`src/rtl/pac_pkg.sv`:
```
// pac_pkg -- shared types and defaults for the pac-man mover.
//   dir_t      : direction encoding (0 up, 1 down, 2 left, 3 right)
//   state_t    : mover FSM state (IDLE, TRY_PEND, TRY_CUR)
//   DEF_GRID_W : default maze width in tiles
//   DEF_GRID_H : default maze height in tiles
package pac_pkg;

   localparam int DEF_GRID_W = 96;
   localparam int DEF_GRID_H = 72;

   typedef enum logic [1:0] {
      DIR_UP    = 2'd0,
      DIR_DOWN  = 2'd1,
      DIR_LEFT  = 2'd2,
      DIR_RIGHT = 2'd3
   } dir_t;

   typedef enum logic [1:0] {
      ST_IDLE     = 2'd0,
      ST_TRY_PEND = 2'd1,
      ST_TRY_CUR  = 2'd2
   } state_t;

endpackage

```
`src/rtl/pac_next_cell.sv`:
```
// pac_next_cell -- combinational target-tile computation for one step.
// Configuration macro: PAC_WRAP_EN (horizontal tunnel wrap; rows never wrap).
// Ports:
//   x, y      : current tile
//   dir       : direction of the step being evaluated
//   nx, ny    : target tile (equals current tile when off_grid is set)
//   off_grid  : step would leave the maze; caller treats it as a wall
module pac_next_cell
   import pac_pkg::*;
#(
   parameter int GRID_W = DEF_GRID_W,
   parameter int GRID_H = DEF_GRID_H
) (
   input  logic [9:0] x,
   input  logic [8:0] y,
   input  logic [1:0] dir,
   output logic [9:0] nx,
   output logic [8:0] ny,
   output logic       off_grid
);

   localparam logic [9:0] X_MAX = 10'(GRID_W - 1);
   localparam logic [8:0] Y_MAX = 9'(GRID_H - 1);

   always_comb begin
      nx       = x;
      ny       = y;
      off_grid = 1'b0;
      case (dir_t'(dir))
         DIR_UP: begin
            if (y == 9'd0) off_grid = 1'b1;
            else           ny = y - 9'd1;
         end
         DIR_DOWN: begin
            if (y == Y_MAX) off_grid = 1'b1;
            else            ny = y + 9'd1;
         end
         DIR_LEFT: begin
`ifdef PAC_WRAP_EN
            if (x == 10'd0) nx = X_MAX;
            else            nx = x - 10'd1;
`else
            if (x == 10'd0) off_grid = 1'b1;
            else            nx = x - 10'd1;
`endif
         end
         DIR_RIGHT: begin
`ifdef PAC_WRAP_EN
            if (x == X_MAX) nx = 10'd0;
            else            nx = x + 10'd1;
`else
            if (x == X_MAX) off_grid = 1'b1;
            else            nx = x + 10'd1;
`endif
         end
         default: ;
      endcase
   end

endmodule

```
`src/rtl/pac_mover.sv`:
```
// pac_mover -- tile-stepping movement controller with maze-lookup handshake.
// Configuration macro: PAC_WRAP_EN (enables left/right tunnel wrap).
// Ports:
//   clk, reset (async, active-low)
//   tick              : one-cycle move strobe
//   dir_valid/dir_req : queue a requested direction (latest wins)
//   freeze            : blocks movement
//   wall_req/wall_x/wall_y -> maze lookup; wall_ack/wall_hit <- response
//   xPacLoc/yPacLoc   : current tile
//   cur_dir           : direction of travel
//   moving            : last step attempt succeeded
//   tick_miss         : sticky, a tick arrived while a lookup was in flight
module pac_mover
   import pac_pkg::*;
#(
   parameter int GRID_W  = DEF_GRID_W,
   parameter int GRID_H  = DEF_GRID_H,
   parameter int START_X = 7,
   parameter int START_Y = 64
) (
   input  logic       clk,
   input  logic       reset,
   input  logic       tick,
   input  logic       dir_valid,
   input  logic [1:0] dir_req,
   input  logic       freeze,
   output logic       wall_req,
   output logic [9:0] wall_x,
   output logic [8:0] wall_y,
   input  logic       wall_ack,
   input  logic       wall_hit,
   output logic [9:0] xPacLoc,
   output logic [8:0] yPacLoc,
   output logic [1:0] cur_dir,
   output logic       moving,
   output logic       tick_miss
);

   state_t     state_reg,      state_next;
   logic [9:0] x_reg,          x_next;
   logic [8:0] y_reg,          y_next;
   dir_t       cur_dir_reg,    cur_dir_next;
   logic       pend_valid_reg, pend_valid_next;
   dir_t       pend_dir_reg,   pend_dir_next;
   logic       moving_reg,     moving_next;
   logic       wall_req_reg,   wall_req_next;
   logic [9:0] wall_x_reg,     wall_x_next;
   logic [8:0] wall_y_reg,     wall_y_next;
   logic       off_reg,        off_next;      // current query target lies off the grid
   logic       tick_miss_reg,  tick_miss_next;

   logic       pend_differs;
   dir_t       query_dir;
   logic [9:0] nc_x;
   logic [8:0] nc_y;
   logic       nc_off;
   logic       ack_eff;
   logic       hit_eff;
   logic       load_query;

   // The pending direction is only tried when it would actually turn us.
   always_comb begin
      pend_differs = pend_valid_reg && (pend_dir_reg != cur_dir_reg);
      query_dir    = (state_reg == ST_IDLE && pend_differs) ? pend_dir_reg : cur_dir_reg;
   end

   pac_next_cell #(
      .GRID_W (GRID_W),
      .GRID_H (GRID_H)
   ) u_next_cell (
      .x        (x_reg),
      .y        (y_reg),
      .dir      (query_dir),
      .nx       (nc_x),
      .ny       (nc_y),
      .off_grid (nc_off)
   );

   // An off-grid target never reaches the maze: it resolves as a wall on the
   // first cycle in the TRY state, and any stray ack is masked by it.
   assign ack_eff = off_reg | wall_ack;
   assign hit_eff = off_reg | wall_hit;

   always_ff @(posedge clk or negedge reset) begin
      if (!reset) begin
         state_reg      <= ST_IDLE;
         x_reg          <= 10'(START_X);
         y_reg          <= 9'(START_Y);
         cur_dir_reg    <= DIR_LEFT;
         pend_valid_reg <= 1'b0;
         pend_dir_reg   <= DIR_LEFT;
         moving_reg     <= 1'b0;
         wall_req_reg   <= 1'b0;
         wall_x_reg     <= 10'd0;
         wall_y_reg     <= 9'd0;
         off_reg        <= 1'b0;
         tick_miss_reg  <= 1'b0;
      end else begin
         state_reg      <= state_next;
         x_reg          <= x_next;
         y_reg          <= y_next;
         cur_dir_reg    <= cur_dir_next;
         pend_valid_reg <= pend_valid_next;
         pend_dir_reg   <= pend_dir_next;
         moving_reg     <= moving_next;
         wall_req_reg   <= wall_req_next;
         wall_x_reg     <= wall_x_next;
         wall_y_reg     <= wall_y_next;
         off_reg        <= off_next;
         tick_miss_reg  <= tick_miss_next;
      end
   end

   always_comb begin
      state_next      = state_reg;
      x_next          = x_reg;
      y_next          = y_reg;
      cur_dir_next    = cur_dir_reg;
      pend_valid_next = pend_valid_reg;
      pend_dir_next   = pend_dir_reg;
      moving_next     = moving_reg;
      wall_req_next   = wall_req_reg;
      wall_x_next     = wall_x_reg;
      wall_y_next     = wall_y_reg;
      off_next        = off_reg;
      tick_miss_next  = tick_miss_reg;
      load_query      = 1'b0;

      if (tick && state_reg != ST_IDLE) tick_miss_next = 1'b1;

      case (state_reg)
         ST_IDLE: begin
            wall_req_next = 1'b0;
            if (tick && !freeze) begin
               load_query = 1'b1;
               state_next = pend_differs ? ST_TRY_PEND : ST_TRY_CUR;
            end
         end
         ST_TRY_PEND: begin
            if (ack_eff) begin
               if (freeze) begin
                  moving_next   = 1'b0;
                  wall_req_next = 1'b0;
                  state_next    = ST_IDLE;
               end else if (!hit_eff) begin
                  // wall_x/wall_y already hold the (possibly wrapped) target
                  x_next          = wall_x_reg;
                  y_next          = wall_y_reg;
                  cur_dir_next    = pend_dir_reg;
                  pend_valid_next = 1'b0;
                  moving_next     = 1'b1;
                  wall_req_next   = 1'b0;
                  state_next      = ST_IDLE;
               end else begin
                  // turn blocked: keep the request and fall back to straight ahead
                  load_query = 1'b1;
                  state_next = ST_TRY_CUR;
               end
            end
         end
         ST_TRY_CUR: begin
            if (ack_eff) begin
               if (freeze) begin
                  moving_next = 1'b0;
               end else if (!hit_eff) begin
                  x_next      = wall_x_reg;
                  y_next      = wall_y_reg;
                  moving_next = 1'b1;
               end else begin
                  moving_next = 1'b0;
               end
               wall_req_next = 1'b0;
               state_next    = ST_IDLE;
            end
         end
         default: begin
            wall_req_next = 1'b0;
            state_next    = ST_IDLE;
         end
      endcase

      if (load_query) begin
         wall_x_next   = nc_x;
         wall_y_next   = nc_y;
         off_next      = nc_off;
         wall_req_next = !nc_off;
      end

      // A new request wins over the clear from a successful turn in the same cycle.
      if (dir_valid) begin
         pend_valid_next = 1'b1;
         pend_dir_next   = dir_t'(dir_req);
      end
   end

   assign wall_req  = wall_req_reg;
   assign wall_x    = wall_x_reg;
   assign wall_y    = wall_y_reg;
   assign xPacLoc   = x_reg;
   assign yPacLoc   = y_reg;
   assign cur_dir   = cur_dir_reg;
   assign moving    = moving_reg;
   assign tick_miss = tick_miss_reg;

endmodule

```
`config.mk`:
```
export PLATFORM = sky130hd
export DESIGN_NAME = pac_mover
export DESIGN_NICKNAME = d
export VERILOG_FILES = /design/src/rtl/pac_pkg.sv /design/src/rtl/pac_next_cell.sv /design/src/rtl/pac_mover.sv
export SDC_FILE = /design/constraint.sdc
export NUM_CORES = 1
export LEC_CHECK = 0
export ABC_AREA = 1
export CORE_UTILIZATION = 55
export DETAILED_ROUTE_END_ITERATION = 10
export HOLD_SLACK_MARGIN = 0.03
export PLACE_DENSITY = 0.84
export SYNTH_ARGS = -nofsm -noshare
export SYNTH_HDL_FRONTEND = slang
export SYNTH_SLANG_ARGS = --single-unit
```
`constraint.sdc`:
```
create_clock -name clk -period 2.2 [get_ports clk]
set_input_delay 0.44 -clock clk [delete_from_list [all_inputs] [get_ports clk]]
set_output_delay 0.44 -clock clk [all_outputs]
set_load 0.01 [all_outputs]
```
Fig. 1: run 1, nets reached from selected ports
The bar under the picture is 20 um long.
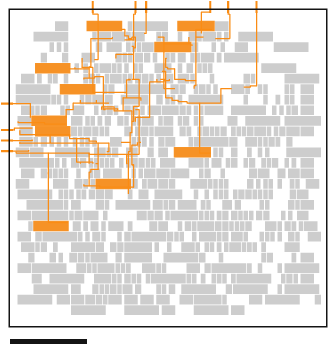
orange -> `xPacLoc`  # bits 10, direction output, edge 6 top, 4 left, end cells 10, buffers 10, wire 582 um
count of port buffers added during placement: 51
boundary pin count: 52

Fig. 2: run 1, cell placement
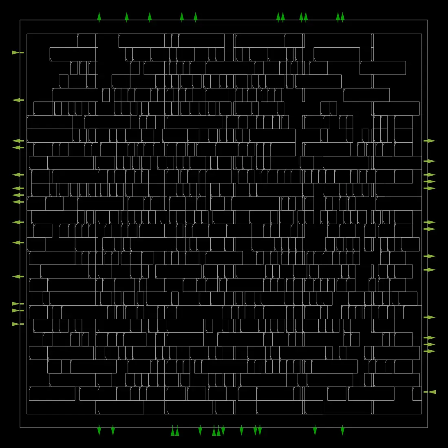
fill cell total of the finished layout: 508
tap cell count: 75

Fig. 3: run 1, sequential cells grouped by signal name
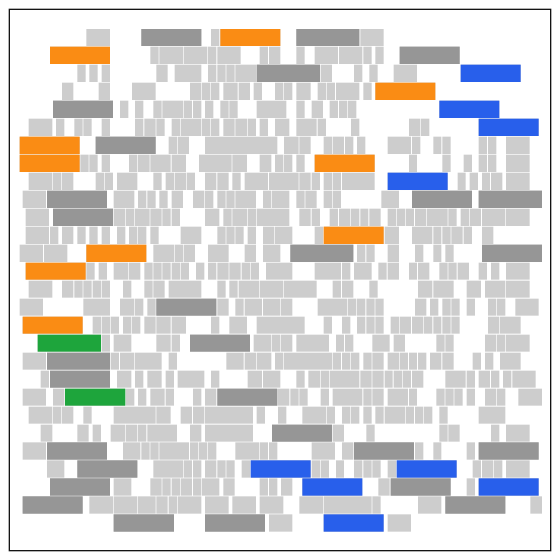
blue -> `wall_y`  # sequential cells 9
green -> `pend_dir_reg`  # sequential cells 2
orange -> `wall_x`  # sequential cells 10
not colored = 28
power attributed to sequential cells: 1820 uW
Flop area: 0.00123 mm^2

==> summary.txt, run 1 <==
Run status -> complete, no violations
Worst path cell trace -> inv_1 > ha_1 > nand2_1 > nor2_2 > nand2_1 > inv_2 > nor2_1 > nand3_1 > nand2_1 > nand2_1 > nand2_1 > nand2_1
Highest layer used for signal routing -> met4
Non-Clock Buffer Area Fraction -> 15.2%
Overflow after GRT -> 0
WL met2 -> 4290 um
CTS tree -> done
Met1 routing resource usage after global routing -> 36.4%
Clk pin slew, worst setup/hold paths -> 90 ps
Detailed-routed wire length on met3 -> 496 um
Top post-synthesis cells by count -> sky130_fd_sc_hd__nand2_1, sky130_fd_sc_hd__inv_1, sky130_fd_sc_hd__nor2_1
Residual DRC -> 0
Vias in the first global route -> 3,329
Routability congestion estimate from global placement -> 0.941
Post-synthesis net count -> 527
PD cells -> 1540 mW/mm^2
Clock sinks -> 49
Synthesized area per cell -> 6.84 um^2
Most repeated cell in the gate-level netlist after synthesis -> sky130_fd_sc_hd__nand2_1
Combinational Power Share -> 61.9%
Worst setup path class -> reg2reg
Dominant class by area -> multi-input combinational cells
Pin count of the biggest net entering global routing -> 39
Post-Synth AOI/OAI Area -> 8.49%
Met2 global-route usage -> 51.1%
Worst path top cell family by delay -> simple AND/OR/NAND/NOR gates
Multi-input gate count -> 384
Crit end category -> flip-flop
Switching Power -> 3120 uW
Die Y-Extent -> 81.7 um
Final Util -> 70.6%
Dominant combinational cell family by area after synthesis -> simple AND/OR/NAND/NOR gates
Number of diodes added for antenna fixing -> 0
Internal power -> 3420 uW
DRC marker count from the first detailed-route iteration -> 204
Cell total in the yosys stat output -> 510
Count of maximum capacitance violations -> 0
Sequential share of cell area -> 29.0%
Layout sequential cell count -> 49
Core area -> 0.00603 mm^2
Count of non-CTS buffers in the layout -> 65
-- run 1: worst paths after layout --
check / from / endpoint / slack [ps] / cells after the start
min: reset / yPacLoc[0] / 120 / 1
max: xPacLoc[1] / wall_x[7] / 200 / 12
max in group asynchronous: reset / pend_dir_reg[1] / 1460 / 2
min reg2reg: tick_miss / tick_miss / 480 / 1
max reg2reg: xPacLoc[1] / wall_x[7] / 200 / 12
min in group clk: tick_miss / tick_miss / 480 / 1
-- run 1: metrics by stage --
stage / worst slack [ps] / total power [uW]
2_1_floorplan: 403 / 4350
3_3_place_gp: 221 / 5620
3_5_place_dp: 152 / 5720
4_1_cts: 133 / 6430
5_1_grt: 40.9 / 7160
6_report: 202 / 6540
-- run 1: repair_timing --
item	in CTS	in global routing
buffers inserted	0	6
hold buffers	0	0
setup endpoints to repair	0	2
resized	0	0
==> run 1 -> run 2 <==
RECOVER_POWER = 100   (was not set)
Fig. 4: run 2, nets reached from selected ports
The bar under the picture is 20 um long.
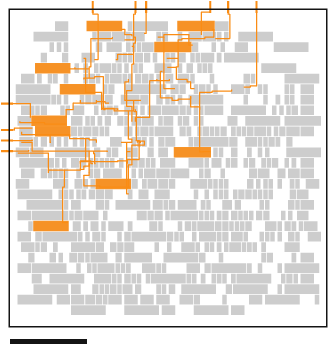
orange -> `xPacLoc`  # bits 10, direction output, edge 6 top, 4 left, end cells 10, buffers 10, wire 581 um

Fig. 5: run 2, sequential cells grouped by signal name
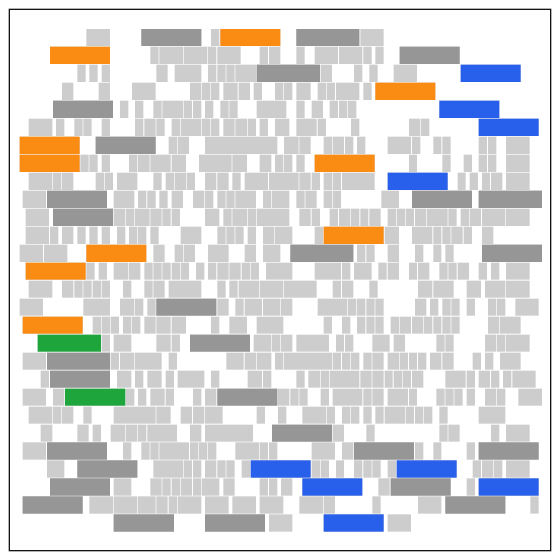
blue -> `wall_y`  # sequential cells 9
orange -> `wall_x`  # sequential cells 10
green -> `pend_dir_reg`  # sequential cells 2
not colored = 28
Final Util: 69.8%
sequential share of cell area: 29.3%
power attributed to sequential cells: 1800 uW

==> run 2 against run 1 <==
  * Critical path depth increased by 2
  * Synthesized area unchanged
  * Total power shrank 3.1%
  * Fmax is 2.9% lower
  * Synthesized cell count stayed put
  * Cell area fell by 1.1%
  * Global-route usage did not move
  * Sequential power is essentially flat
  * First-iteration DRC count grew 5.4%
  * Flip-flop count stayed put
==> summary.txt, run 2 <==
Endpoint of the most critical setup path -> wall_y[5]
Pin count of the biggest net entering global routing -> 39
Residual DRC -> 0
Top post-synthesis cells by count -> sky130_fd_sc_hd__nand2_1, sky130_fd_sc_hd__inv_1, sky130_fd_sc_hd__nor2_1
DRC marker count from the first detailed-route iteration -> 215
Number of diodes added for antenna fixing -> 0
Post-synthesis net count -> 527
Count of port buffers added during placement -> 51
Worst setup timing slack at the placement stage -> 152 ps
Crit end category -> flip-flop
Fin worst setup slack -> 143 ps
Clk pin slew, worst setup/hold paths -> 90 ps
Count of non-CTS buffers in the layout -> 65
Fill cell total of the finished layout -> 520
Switching Power -> 3090 uW
Synthesized area per cell -> 6.84 um^2
Most repeated cell in the gate-level netlist after synthesis -> sky130_fd_sc_hd__nand2_1
Die Y-Extent -> 81.7 um
Count of maximum capacitance violations -> 0
Cell total in the yosys stat output -> 510
Overflow after GRT -> 0
PD cells -> 1510 mW/mm^2
Worst path cell trace -> inv_1 > nand2_2 > nand2_2 > nand2_4 > nand3_4 > nand2_1 > nand2_4 > clkbuf_1 > nor2_4 > nand2_1 > nand2_1 > inv_1 > nand2_1 > nand2_1
Run status -> complete, no violations
Internal reg-to-reg setup slack -> 140 ps
Routability congestion estimate from global placement -> 0.941
Reg2Reg Capture Point -> wall_y[5]
Worst setup path class -> reg2reg
Fig. 6: run 2, cell placement
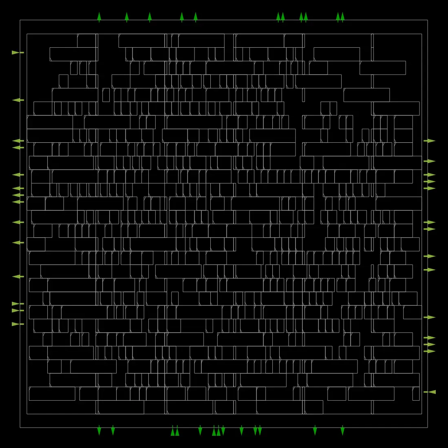
Placement Rows: 28
core area: 0.00603 mm^2
Final Instance Count excl. Fillers: 643
layout sequential cell count: 49

==> run 2: netlist changes by cell type in the layout (fill, tap and decap cells not counted), sizes merged <==
| cell | before | now |
|---|---|---|
| clkdlybuf4s50 | 50 | 6 |
| dlygate4sd3 | 0 | 44 |
| buf | 15 | 10 |
| clkbuf | 7 | 12 |
==> run 2: metal layers <==
layer / vias to the layer above / share of wire [%] / track usage, %
met3: 19 / 5.4 / 4.67
met1: 1627 / 44 / 36.4
li1: 1716 / - / -
met5: - / 0 / 0
met4: 0 / 1.1 / 8.77
met2: 118 / 49 / 51.1
==> run 2: cell families after synthesis <==
| family | Yosys count |
|---|---|
| flip-flops | 49 |
| adder cells (fa/ha/maj) | 8 |
| buffers and inverters | 77 |
| AND/OR/NAND/NOR | 303 |
| XOR/XNOR | 18 |
| AND-OR/OR-AND | 55 |
Power is estimated from default activity; no workload was simulated.
